===== src/rtl/sram_controller.sv =====
// Cache-side 32-bit word requests served as two 16-bit accesses on an asynchronous SRAM.
// Optional macro SRAM_TURNAROUND_EN: one idle bus cycle whenever the access direction changes.
module sram_controller #(
  parameter int ADDRBITS   = 20,
  parameter int WAITCYCLES = 2
) (
  input  logic                Clock,
  input  logic                Reset,
  input  logic                RAMSchreiben,
  input  logic                RAMLesen,
  input  logic [31:0]         RAMAdresse,
  input  logic [31:0]         RAMSchreibDaten,
  output logic [31:0]         RAMLesDaten,
  output logic                RAMDatenGeschrieben,
  output logic                RAMDatenGelesen,
  output logic [ADDRBITS-1:0] SramAdresse,
  output logic [15:0]         SramDatenAus,
  input  logic [15:0]         SramDatenEin,
  output logic                SramDatenOE,
  output logic                SramCE_n,
  output logic                SramWE_n,
  output logic                SramOE_n,
  output logic                SramLB_n,
  output logic                SramUB_n,
  output logic [2:0]          DbgState_o
);

  localparam int PW = $clog2(WAITCYCLES + 3);
  localparam int WB = ADDRBITS - 1;
  localparam logic [PW-1:0] RD_LAST = PW'(WAITCYCLES);
  localparam logic [PW-1:0] WR_LAST = PW'(WAITCYCLES + 2);

  typedef enum logic [2:0] {
    IDLE, READ_LO, READ_HI, WRITE_LO, WRITE_HI, DONE
`ifdef SRAM_TURNAROUND_EN
    , TURNAROUND
`endif
  } state_t;

  state_t          state_q;
  logic [PW-1:0]   phase_q;
  logic            wr_q;
  logic [WB-1:0]   word_q;
  logic [31:0]     wdata_q;
  logic [15:0]     lo_q;
`ifdef SRAM_TURNAROUND_EN
  logic            last_wr_q;
`endif

  logic            req;
  logic            start_now;
  logic            start_wr;
  logic [WB-1:0]   start_word;
  logic [31:0]     start_wdata;
  logic            unused_addr_bits;

  assign unused_addr_bits = ^RAMAdresse[31:WB];
  assign DbgState_o       = state_q;
  assign req              = RAMSchreiben | RAMLesen;

  // Launch parameters come straight from the request in IDLE, from the latched copy after a turnaround.
  always_comb begin
    start_now   = 1'b0;
    start_wr    = wr_q;
    start_word  = word_q;
    start_wdata = wdata_q;
    if (state_q == IDLE) begin
      start_wr    = RAMSchreiben;
      start_word  = RAMAdresse[WB-1:0];
      start_wdata = RAMSchreibDaten;
      start_now   = req;
`ifdef SRAM_TURNAROUND_EN
      if (RAMSchreiben != last_wr_q) start_now = 1'b0;
    end else if (state_q == TURNAROUND) begin
      start_now = 1'b1;
`endif
    end
  end

  always_ff @(posedge Clock) begin
    if (Reset) begin
      state_q             <= IDLE;
      phase_q             <= '0;
      wr_q                <= 1'b0;
      word_q              <= '0;
      wdata_q             <= '0;
      lo_q                <= '0;
      RAMLesDaten         <= '0;
      RAMDatenGelesen     <= 1'b0;
      RAMDatenGeschrieben <= 1'b0;
      SramAdresse         <= '0;
      SramDatenAus        <= '0;
      SramDatenOE         <= 1'b0;
      SramCE_n            <= 1'b1;
      SramWE_n            <= 1'b1;
      SramOE_n            <= 1'b1;
      SramLB_n            <= 1'b1;
      SramUB_n            <= 1'b1;
`ifdef SRAM_TURNAROUND_EN
      last_wr_q           <= 1'b0;
`endif
    end else begin
      RAMDatenGelesen     <= 1'b0;
      RAMDatenGeschrieben <= 1'b0;
      phase_q             <= phase_q + PW'(1);
      case (state_q)
        IDLE: begin
          if (req) begin
            wr_q    <= RAMSchreiben;
            word_q  <= RAMAdresse[WB-1:0];
            wdata_q <= RAMSchreibDaten;
`ifdef SRAM_TURNAROUND_EN
            // Overridden below when no direction change is involved.
            state_q <= TURNAROUND;
            phase_q <= '0;
`endif
          end
        end
`ifdef SRAM_TURNAROUND_EN
        TURNAROUND: ;
`endif
        READ_LO: begin
          if (phase_q == RD_LAST) begin
            lo_q        <= SramDatenEin;
            state_q     <= READ_HI;
            phase_q     <= '0;
            SramAdresse <= {word_q, 1'b1};
          end
        end
        READ_HI: begin
          if (phase_q == RD_LAST) begin
            RAMLesDaten     <= {SramDatenEin, lo_q};
            RAMDatenGelesen <= 1'b1;
            state_q         <= DONE;
            phase_q         <= '0;
            SramCE_n        <= 1'b1;
            SramWE_n        <= 1'b1;
            SramOE_n        <= 1'b1;
            SramLB_n        <= 1'b1;
            SramUB_n        <= 1'b1;
            SramDatenOE     <= 1'b0;
`ifdef SRAM_TURNAROUND_EN
            last_wr_q       <= 1'b0;
`endif
          end
        end
        WRITE_LO: begin
          if (phase_q == WR_LAST) begin
            state_q      <= WRITE_HI;
            phase_q      <= '0;
            SramAdresse  <= {word_q, 1'b1};
            SramDatenAus <= wdata_q[31:16];
            SramWE_n     <= 1'b1;
          end else begin
            // WE_n low from phase 1 up to, but not including, the hold phase.
            SramWE_n <= (phase_q + PW'(1) == WR_LAST);
          end
        end
        WRITE_HI: begin
          if (phase_q == WR_LAST) begin
            RAMDatenGeschrieben <= 1'b1;
            state_q             <= DONE;
            phase_q             <= '0;
            SramCE_n            <= 1'b1;
            SramWE_n            <= 1'b1;
            SramOE_n            <= 1'b1;
            SramLB_n            <= 1'b1;
            SramUB_n            <= 1'b1;
            SramDatenOE         <= 1'b0;
`ifdef SRAM_TURNAROUND_EN
            last_wr_q           <= 1'b1;
`endif
          end else begin
            SramWE_n <= (phase_q + PW'(1) == WR_LAST);
          end
        end
        DONE: begin
          state_q <= IDLE;
          phase_q <= '0;
        end
        default: begin
          state_q <= IDLE;
          phase_q <= '0;
        end
      endcase

      if (start_now) begin
        state_q      <= start_wr ? WRITE_LO : READ_LO;
        phase_q      <= '0;
        SramAdresse  <= {start_word, 1'b0};
        SramDatenAus <= start_wdata[15:0];
        SramDatenOE  <= start_wr;
        SramCE_n     <= 1'b0;
        SramWE_n     <= 1'b1;
        SramOE_n     <= start_wr;
        SramLB_n     <= 1'b0;
        SramUB_n     <= 1'b0;
      end
    end
  end

endmodule

===== config.mk =====
export PLATFORM = sky130hd
export DESIGN_NAME = sram_controller
export DESIGN_NICKNAME = d
export VERILOG_FILES = /design/src/rtl/sram_controller.sv
export SDC_FILE = /design/constraint.sdc
export NUM_CORES = 1
export LEC_CHECK = 0
export ABC_AREA = 1
export CAP_MARGIN = 20
export CELL_PAD_IN_SITES_DETAIL_PLACEMENT = 1
export CELL_PAD_IN_SITES_GLOBAL_PLACEMENT = 2
export CORE_ASPECT_RATIO = 0.5
export CORE_MARGIN = 2
export CORE_UTILIZATION = 27
export DETAILED_ROUTE_END_ITERATION = 16
export HOLD_SLACK_MARGIN = 0.02
export PLACE_DENSITY = 0.95
export SYNTH_ARGS = -nofsm -noshare
export SYNTH_HDL_FRONTEND = slang
export SYNTH_SLANG_ARGS = --single-unit
export TNS_END_PERCENT = 5

===== constraint.sdc =====
create_clock -name Clock -period 2.8 [get_ports Clock]
set_input_delay 0.7 -clock Clock [delete_from_list [all_inputs] [get_ports Clock]]
set_output_delay 0.7 -clock Clock [all_outputs]
set_load 0.02 [all_outputs]

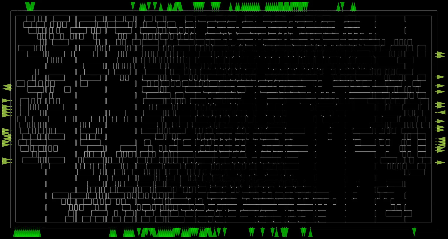
Run 1: placed standard cells
fill count: 2199
post-layout util: 0.400
post-route insts no fill: 1046

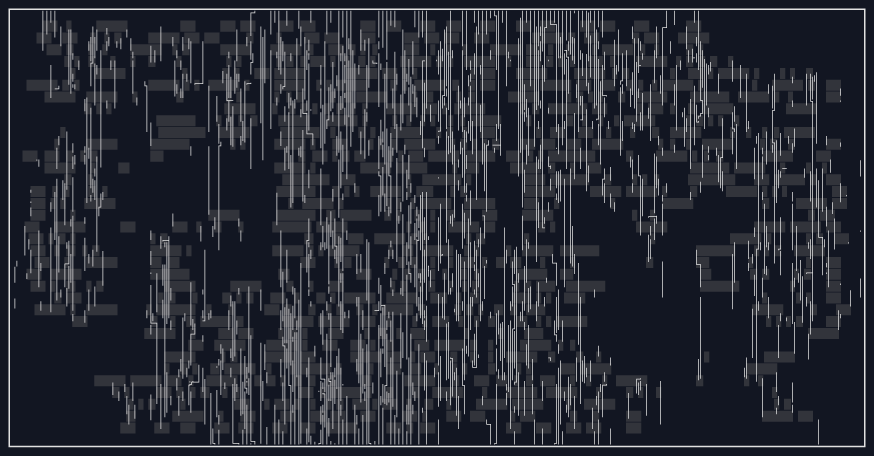
Run 1: signal wires on met2
nets with wire on the layer: 736
main direction: vertical

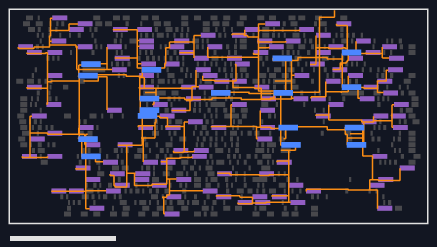
Run 1: clock network drawn from the DEF
Scale bar: 50 um.
[purple] flip-flops | count: 132
[orange] clock wires | length: 1950 um
[blue] clock drivers | count: 17
flops lie: spread over the die

==> Slide: Implementation Results, run 1 <==
Synthesis and Place & Route Summary

Setup path
  – Crit-path slowest cell: clkdlybuf4s50_1
  – CP bufs+invs: 1
  – Critical Path RT: 2.10 ns
  – Nature of the critical path startpoint: flip-flop
  – CP max stage delay: 0.68 ns
  – Crit path DAT: 1.60 ns
  – R2r startpoint: phase_q[0]
  – FF-to-FF path depth: 8
  – RR Endpoint: SramDatenAus[2]
  – Setup CP Type: flip-flop to output pin
  – Critical path cell sequence: clkdlybuf4s50_1
  – CP Max Fanout: 6
  – CP top delay family: buffers and inverters
  – Reg-to-reg setup timing slack: 0.92 ns
  – Critical path endpoint category: output pin

Routing
  – Met3 wire len: 472 um
  – DR WL/cell: 14.8 um
  – Final ANT Viol Nets: 0
  – Met1 wire length: 7420 um
  – Iteration-0 DRC count of the detailed router: 190
  – Routed via count: 4718
  – Remaining DRCs: 0
  – DR vias/cell: 4.51
  – Met2 WL post-DR: 7410 um
  – DRT Wirelength: 15500 um
  – Iteration tally of the first detailed-router pass: 6
  – Top Metal Used: met4

Synth
  – Cell taking the most area after synthesis: dfxtp_1
  – AO/OA Area Share: 0.129
  – Dominant comb cell: simple AND/OR/NAND/NOR gates
  – Post-synth mux share: 0
  – Syn Std Cell Area: 5000 um^2
  – Ys flop type: dfxtp_1
  – Yosys warning total: 0
  – Asr flop ratio synth: 0
  – Top area cell types: dfxtp_1 53%, nor2_1 12%, nand2_1 9.5%, o21ai_0 6.4%, a21oi_1 3.8%
  – Syn avg cell area: 7.58 um^2
  – Cell Type Count: 26
  – #FFs+latches synth: 132
  – Xor/xnor share: 0
  – Seq share, synth: 0.528
  – Syn Nets: 748
  – Post-Synthesis Cells: 660
  – Commonest cells post-synth: 165 x nor2_1, 132 x dfxtp_1, 127 x nand2_1, 64 x o21ai_0, 38 x a21oi_1
  – Top-area cell share: 0.528
  – Yosys cell count: 660
  – Count leader, synth: nor2_1
  – YS chip area: 5000 um^2
  – Post-synth EDFFs: 0
  – Adder Share, Synth: 0.0100
  – Simple-gate share of the synthesized area: 0.272

Finish
  – Ant diodes: 0
  – Logic area: 2050 um^2
  – Register area: 2640 um^2
  – Nets@finish: 882
  – Commonest Layout Cell: nor2_1
  – Top Layout Cells: 165 x nor2_1, 148 x clkdlybuf4s50_1, 132 x dfxtp_1, 127 x nand2_1, 64 x o21ai_0
  – Fraction of layout cells with a size suffix above 1: 0.0732
  – Syn-to-layout area delta: 45.8%

CTS
  – Root buf cell: clkbuf_16
  – Post-CTS sizing: 0
  – Clk Latency, worst-skew pair: 0.41 ns
  – Total CTS buffers: 17
  – Sink Count: 132
  – CTS Buffer Depth: 2
  – TritonCTS clock tree: built
  – Post-CTS Hold Buffers: 0
  – Postcts setup bufs: 0
  – Clk slew on worst S/H paths: 0.06 ns
  – H-Tree Level Count: 4

Placement
  – GPL Wtd Cong: 0.755
  – Detailed placement HPWL: 10300 um
  – Buffers on Ports: 149

Global route
  – First-pass GRT wire length: 25000 um
  – Met3 usage: 0.0386
  – Largest net degree at the start of global routing: 49
  – Antenna violations before repair: 0
  – GRT overflow: 0
  – Met1 Usage GRT: 0.199
  – Most used routing layer: met2
  – Overall routing resource usage: 0.162
  – Vias in the first global route: 4844
  – GR Layer Usage met2: 0.284

Power
  – LEAKAGE: 3.10 nW
  – Internal: 5.05 mW
  – Flop pwr share: 0.326
  – Switching component of the power: 2.85 mW
  – Logic gate share of total power: 0.369
  – Power Dens Cells: 1080 nW/um^2
  – Maximum VDD drop: 528 uV
  – Switching share of power: 0.361
  – Clock power frac: 0.305
  – Power Total: 7.90 mW

Status
  – Status: finished, final reports clean

STA
  – Tcrit/Tclk final: 0.823
  – Worst Skew: 0.0108 ns
  – Final setup TNS: 0 ns
  – Final min period: 2.30 ns
  – Hold violation count in the final report: 0
  – F_max: 0.434 GHz
  – RSZ-0062 raised after global routing: false
  – # setup viols final: 0
  – Pins over their slew limit: 0
  – Worst Tran Pin Value: 0.632 ns
  – Worst slew margin: 0.578

Floorplan
  – # rows: 35
  – Chip area: 19700 um^2
  – Core area: 18300 um^2
  – Fp util: 0.274
  – Die Height: 100 um
  – Die X-Extent: 197 um
  – I/O pins: 163

Run
  – MaxCap Viol Count: 0
  – Tool warnings: 41

Min path
  – HP Class: flip-flop to flip-flop
  – Hold path depth: 2
  – Hold Crit Start: wdata_q[26]
  – Worst hold endpoint: wdata_q[26]
## run 1: worst max-delay path by stage
stage | from | end | slack [ns] | cells after the start
2_1_floorplan | RAMSchreiben | SramDatenAus[10] | 1.07 | 8
3_3_place_gp | RAMSchreiben | SramDatenAus[2] | 0.25 | 7
3_5_place_dp | RAMSchreiben | SramDatenAus[2] | 0.16 | 7
4_1_cts | DbgState_o[1] | DbgState_o[1] | 0.47 | 1
5_1_grt | DbgState_o[2] | DbgState_o[2] | 0.41 | 1
6_report | DbgState_o[1] | DbgState_o[1] | 0.50 | 1
## run 1: metrics by stage
step	setup WS, ns	area [um^2]	instances	util	hold slack, ns
3_3_place_gp	0.249	6660	1015	0.365	0.444
2_1_floorplan	1.07	5000	660	-	0.436
5_1_grt	0.411	7300	1046	0.400	0.486
3_5_place_dp	0.160	6660	1015	0.365	0.452
6_report	0.496	7300	1046	0.400	0.463
4_1_cts	0.468	7300	1046	0.400	0.468
## run 1: flip-flops by register name, indices dropped and copies added (netlist names), 3 cells and up
name and cells:
RAMLesDaten 32, SramAdresse 20, word_q 19, SramDatenAus 16
lo_q 16, wdata_q 16, DbgState_o 3, phase_q 3
## run 1: power groups by stage
stage | clock (mW) | combinational, mW | sequential (mW)
5_1_grt | 2.56 | 3.23 | 2.63
3_3_place_gp | 0 | 2.86 | 2.60
6_report | 2.41 | 2.92 | 2.57
2_1_floorplan | 0 | 1.52 | 2.92
4_1_cts | 2.47 | 2.97 | 2.58
3_5_place_dp | 0 | 2.94 | 2.61
## run 1: area by class of cell
| cell class | instances | share of cell area |
|---|---|---|
| clock inverter | 11 | 0.0242 |
| multi-input combinational | 465 | 0.281 |
| clock buffer | 20 | 0.0626 |
| sequential | 132 | 0.362 |
| inverter | 20 | 0.0103 |
| timing repair buffer | 158 | 0.218 |
| tap | 240 | 0.0412 |
Run 1, placement by cell class:
Scale bar: 50 um.
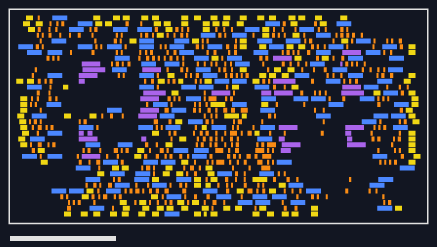

==> run 2, diff against run 1 <==
- CORE_UTILIZATION: 27 -> 25
- PLACE_DENSITY: 0.95 -> 0.89
- clock period: 2.8 -> 2.2 ns (I/O delays scaled with it)
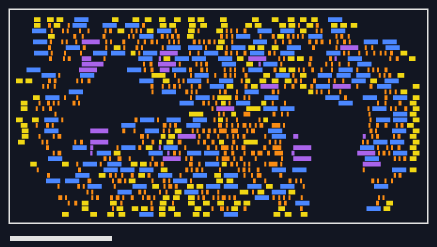
Run 2: placement by cell class
Scale bar: 50 um.
| colour | class | cells | share of their area |
|---|---|---|---|
| purple | clock drivers and dummy loads | 30 | 7.6% |
| blue | sequential cells | 132 | 38% |
| orange | combinational and other logic | 485 | 31% |
| yellow | remaining buffers and delay cells | 165 | 24% |
post-route design area: 7300 um^2
core area: 19500 um^2
post-layout util: 0.374
Seq area share: 0.362
# rows: 36

==> run 2 against run 1 <==
Net effect: critical path depth stayed put; global-route usage shrank 1.2 points; clock power rose by 8.3%; register-to-register slack worse by 0.52 ns; die size grew 7.8%; critical path type unchanged; critical endpoint is now DbgState_o[0]; largest cell class unchanged.
==> Slide: Implementation Results, run 2 <==
Synthesis and Place & Route Summary

STA
  – RSZ-0062 raised after global routing: false
  – Worst slew margin: 0.601
  – Tcrit/Tclk final: 0.958
  – Worst Tran Pin Value: 0.598 ns
  – F_max: 0.474 GHz
  – Min Hold Slack: 0.462 ns
  – Final min period: 2.11 ns
  – Hold violation count in the final report: 0
  – Worst Skew: 0.0117 ns
  – # setup viols final: 0

CTS
  – Total CTS buffers: 17
  – H-Tree Level Count: 4
  – Root buf cell: clkbuf_16
  – Clk slew on worst S/H paths: 0.06 ns
  – TritonCTS clock tree: built
  – Clk Latency, worst-skew pair: 0.43 ns
  – Post-CTS Hold Buffers: 0
  – Sink Count: 132
  – CTS Buffer Depth: 2

Global route
  – Overall routing resource usage: 0.150
  – Vias in the first global route: 4850
  – GRT overflow: 0
  – Antenna violations before repair: 0
  – First-pass GRT wire length: 24900 um

Synth
  – Cell Type Count: 26
  – AO/OA Area Share: 0.129
  – Top-area cell share: 0.528
  – Post-synth EDFFs: 0
  – #FFs+latches synth: 132
  – Simple-gate share of the synthesized area: 0.272
  – Seq share, synth: 0.528
  – Commonest cells post-synth: 165 x nor2_1, 132 x dfxtp_1, 127 x nand2_1, 64 x o21ai_0, 38 x a21oi_1
  – Top area cell types: dfxtp_1 53%, nor2_1 12%, nand2_1 9.5%, o21ai_0 6.4%, a21oi_1 3.8%
  – Cell taking the most area after synthesis: dfxtp_1
  – Syn avg cell area: 7.58 um^2
  – Dominant comb cell: simple AND/OR/NAND/NOR gates
  – Syn Nets: 748
  – Xor/xnor share: 0
  – Post-synth mux share: 0
  – Yosys cell count: 660
  – Post-Synthesis Cells: 660
  – Asr flop ratio synth: 0
  – Adder Share, Synth: 0.0100

Placement
  – Detailed placement HPWL: 10700 um
  – Buffers on Ports: 149
  – Cell count after placement: 1048
  – GPL Wtd Cong: 0.768
  – DP Area: 6770 um^2

Finish
  – Ant diodes: 0
  – Syn-to-layout area delta: 46.0%
  – Top Registers: RAMLesDaten: 32 flops, SramAdresse: 20 flops, word_q: 19 flops
  – Nets@finish: 889
  – Top reg by flops: RAMLesDaten
  – Post-route insts no fill: 1078
  – Commonest Layout Cell: nor2_1
  – Fraction of layout cells with a size suffix above 1: 0.0751
  – Top Layout Cells: 165 x nor2_1, 147 x clkdlybuf4s50_1, 131 x dfxtp_1, 127 x nand2_1, 64 x o21ai_0
  – Largest register FFs: 32

Routing
  – Iteration-0 DRC count of the detailed router: 145
  – Iteration tally of the first detailed-router pass: 4
  – Met3 wire len: 430 um
  – DRT Wirelength: 15400 um
  – Routed via count: 4722
  – Met2 WL post-DR: 7450 um
  – Remaining DRCs: 0
  – Top Metal Used: met4
  – DR WL/cell: 14.2 um
  – Final ANT Viol Nets: 0
  – Met1 wire length: 7200 um

Setup path
  – Nature of the critical path startpoint: flip-flop
  – R2r startpoint: phase_q[0]
  – Critical Path RT: 1.65 ns
  – Critical path cell sequence: clkdlybuf4s50_1
  – CP Max Fanout: 5
  – RR Endpoint: SramAdresse[3]
  – Critical path endpoint category: output pin
  – Setup CP Type: flip-flop to output pin
  – Reg-to-reg setup timing slack: 0.40 ns
  – CP max stage delay: 0.66 ns
  – CP top delay family: buffers and inverters
  – Crit-path slowest cell: clkdlybuf4s50_1

Floorplan
  – I/O pins: 163
  – Die Height: 104 um
  – Chip area: 21200 um^2
  – Fp util: 0.256

Status
  – Status: finished, final reports clean

Run
  – MaxCap Viol Count: 0

Min path
  – Worst hold endpoint: wdata_q[22]
  – Hold path depth: 2
  – HP Class: flip-flop to flip-flop

Power
  – Maximum VDD drop: 483 uV
  – LEAKAGE: 3.12 nW
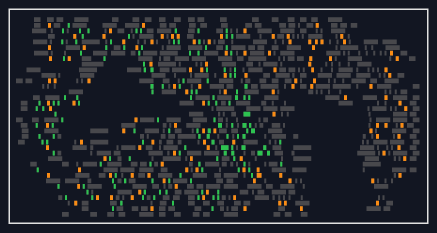
Run 2: gate-type map
| colour | family | cells |
|---|---|---|
| green | nand cells | 146 |
| orange | aoi and oai cells | 128 |

## run 2: worst max path at each step
stage / start / endpoint / slack [ns] / cells after the start
global placement: RAMSchreiben / SramOE_n / 0.11 / 9
detailed placement: RAMSchreiben / SramOE_n / 0.08 / 9
CTS: DbgState_o[2] / DbgState_o[2] / 0.008 / 1
global route: DbgState_o[0] / DbgState_o[0] / 0.02 / 1
finish: DbgState_o[0] / DbgState_o[0] / 0.09 / 1
floorplan: RAMSchreiben / SramDatenAus[10] / 0.62 / 8
## run 2: area by class of cell
type | instances | area [um^2]
well taps | 266 | 333
clock buffers | 25 | 475
clock inverters | 5 | 52.6
inverters | 20 | 75.1
repair buffers | 165 | 1670
multi-input cells | 465 | 2050
flip-flops and latches | 132 | 2640
fillers | 2338 | 12200
## run 2: kinds of logic after synthesis
| logic type | Yosys count |
|---|---|
| simple gates | 333 |
| compound gates | 128 |
| buf+inv | 63 |
| flops | 132 |
| fa+ha+maj | 4 |
## run 2: power breakdown
part           switching [mW]  leakage (nW)  internal, mW
registers               0.295          1.08          2.98
clock network            1.02         0.257          1.59
logic                    2.24          1.79          1.58
total                    3.56          3.12          6.15
## run 2: tightest hold or removal path: cells and delay by family (launching register included)
kind             cells  cell delay (ns)
AND-OR/OR-AND        1             0.06
flip-flops           1             0.29
AND/OR/NAND/NOR      1             0.07
## run 2: per-stage QoR
stage	worst slack (ns)	power [mW]
final	0.0920	9.71
after global routing	0.0241	10.4
after CTS	0.00755	9.85
after detailed placement	0.0818	7.19
after global placement	0.109	7.10
after floorplan	0.623	5.65
## run 2: routing by layer
| metal | track usage | up-vias |
|---|---|---|
| li1 | - | 2395 |
| met1 | 0.179 | 2249 |
| met2 | 0.259 | 57 |
| met3 | 0.0388 | 21 |
| met4 | 0.0543 | 0 |
| met5 | 0 | - |
Run 2, signal wires on met2:
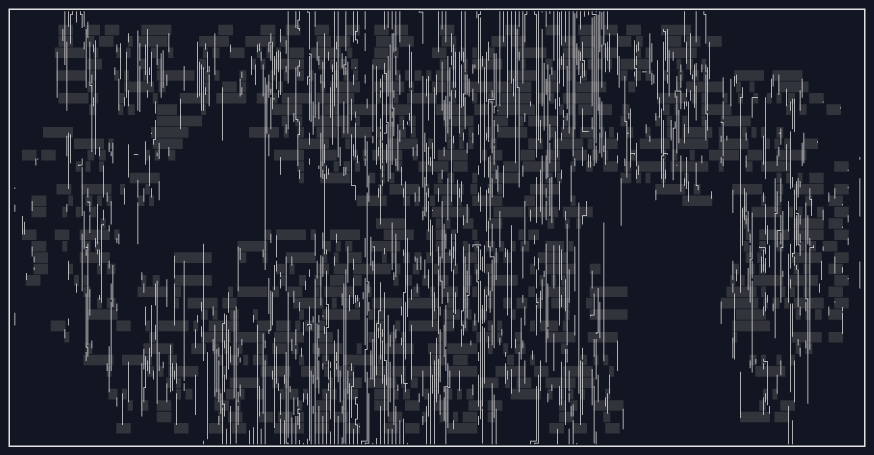

==> run 3, diff against run 2 <==
- ABC_AREA: 1 -> 0
- CELL_PAD_IN_SITES_GLOBAL_PLACEMENT: 2 -> 1
- CORE_UTILIZATION: 25 -> 33
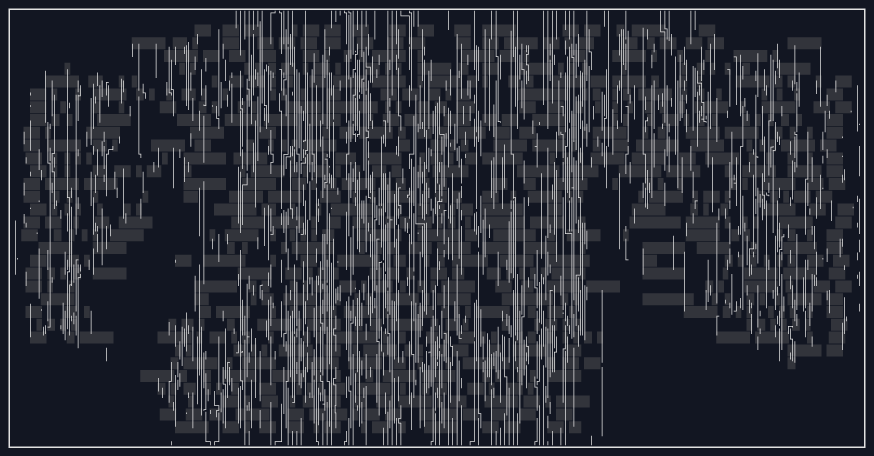
Run 3: signal wires on met2
share of all routed wire: 52%
nets with wire on the layer: 740
routed via count: 4886
DRT Wirelength: 15900 um
GR Layer Usage met2: 0.359

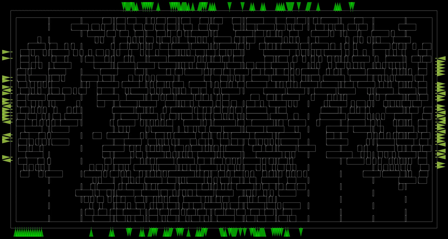
Run 3: placed standard cells
post-route insts no fill: 988
fill count: 1786

==> run 3 against run 2 <==
Net effect: register-to-register slack got worse by 0.27 ns; maximum frequency is 1.7% higher; global-route usage increased by 4.2 points; sequential cell count decreased by 1; hold slack worse by 0.012 ns; critical endpoint unchanged; largest cell class unchanged; largest power group is now the clock network; highest routed layer unchanged.
==> Slide: Implementation Results, run 3 <==
Synthesis and Place & Route Summary

Floorplan
  – Chip area: 16800 um^2
  – Die Height: 92.7 um
  – Die X-Extent: 181 um
  – # rows: 32

Synth
  – Asr flop ratio synth: 0
  – Top-area cell share: 0.505
  – Post-synth EDFFs: 0
  – Seq share, synth: 0.505
  – Yosys cell count: 646
  – Yosys warning total: 0
  – Commonest cells post-synth: 221 x nand2_1, 131 x dfxtp_1, 104 x a21oi_1, 45 x nor2_1, 21 x clkbuf_1
  – Ys flop type: dfxtp_1
  – Syn Std Cell Area: 5200 um^2
  – Syn avg cell area: 8.04 um^2
  – YS chip area: 5200 um^2
  – Post-Synthesis Cells: 646
  – Count leader, synth: nand2_1

Routing
  – Remaining DRCs: 0
  – DR vias/cell: 4.95
  – Final ANT Viol Nets: 0
  – Iteration tally of the first detailed-router pass: 4
  – DR WL/cell: 16.0 um
  – Iteration-0 DRC count of the detailed router: 246

Setup path
  – CP Max Fanout: 11
  – Worst Setup SP: DbgState_o[0]
  – Critical path endpoint category: output pin
  – Crit-path slowest cell: clkdlybuf4s50_1
  – Nature of the critical path startpoint: flip-flop
  – CP Capture Point: DbgState_o[0]
  – Critical path cell sequence: clkdlybuf4s50_1
  – Crit path DAT: 1.52 ns

Finish
  – Logic area: 2230 um^2
  – Syn-to-layout area delta: 43.8%
  – Post-route design area: 7470 um^2
  – Largest register FFs: 32
  – Post-layout util: 0.485
  – Ant diodes: 0

CTS
  – Total CTS buffers: 17
  – Sink Count: 131
  – CTS Buffer Depth: 2
  – Post-CTS Hold Buffers: 0

Run
  – Tool warnings: 41

Global route
  – Largest net degree at the start of global routing: 59
  – Vias in the first global route: 5135

Power
  – Seq. pwr: 2.78 mW
  – Power Dens Cells: 1010 nW/um^2
  – Switching component of the power: 2.13 mW
  – Logic gate share of total power: 0.204

STA
  – Final setup TNS: 0 ns
  – F_max: 0.482 GHz
  – Worst slew margin: 0.555
  – RSZ-0062 raised after global routing: false
  – Hold violation count in the final report: 0
  – Worst Tran Pin Value: 0.667 ns
  – Tcrit/Tclk final: 0.942

Min path
  – HP Class: flip-flop to flip-flop

Status
  – Status: finished, final reports clean

Placement
  – DP Area: 6790 um^2
  – Detailed placement HPWL: 10300 um
  – Pre-CTS WS: 0.0825 ns
## run 3: cell types whose count changed in the layout (fill, tap and decap cells not counted), sizes merged, moves of 5 or more
cell    previous run  this run
nor2             169        45
nand2            131       221
o21ai             89         4
a21oi             38       104
a211oi             0        20
a311oi             0        16
and3              16         1
nand3             13         1
inv               20         9
clkbuf            25        17
bufinv             1         6
## run 3: cell type report
cell class | count | share of cell area
Timing Repair Buffer | 163 | 0.222
Clock inverter | 15 | 0.0340
Tap cell | 204 | 0.0342
Sequential cell | 131 | 0.351
Multi-Input combinational cell | 452 | 0.299
Inverter | 6 | 0.00302
Clock buffer | 17 | 0.0570
## run 3: how the worst min path moves through the flow
stage | startpoint | to | slack (ns) | depth (start not counted)
final | lo_q[7] | RAMLesDaten[7] | 0.45 | 2
after global routing | lo_q[7] | RAMLesDaten[7] | 0.46 | 2
after CTS | lo_q[7] | RAMLesDaten[7] | 0.45 | 2
after detailed placement | phase_q[0] | phase_q[0] | 0.44 | 1
after global placement | phase_q[0] | phase_q[0] | 0.43 | 1
after floorplan | phase_q[0] | phase_q[0] | 0.42 | 1
## run 3: metal layers
| layer | up-vias | routed length [um] | GRT usage |
|---|---|---|---|
| met1 | 2377 | 6950 | 0.223 |
| met3 | 16 | 442 | 0.0397 |
| li1 | 2405 | - | - |
| met2 | 88 | 8260 | 0.359 |
| met4 | 0 | 198 | 0.0556 |
| met5 | - | 0 | 0 |
## run 3: kinds of logic after synthesis
| group | after synthesis | synth area share |
|---|---|---|
| buffers and inverters | 63 | 0.0677 |
| DFF | 131 | 0.505 |
| adders and majority gates | 4 | 0.00963 |
| and+or+nand+nor | 289 | 0.234 |
| AOI/OAI and AO/OA | 159 | 0.184 |
No activity file was given, so power comes from the tool's default toggle rates.
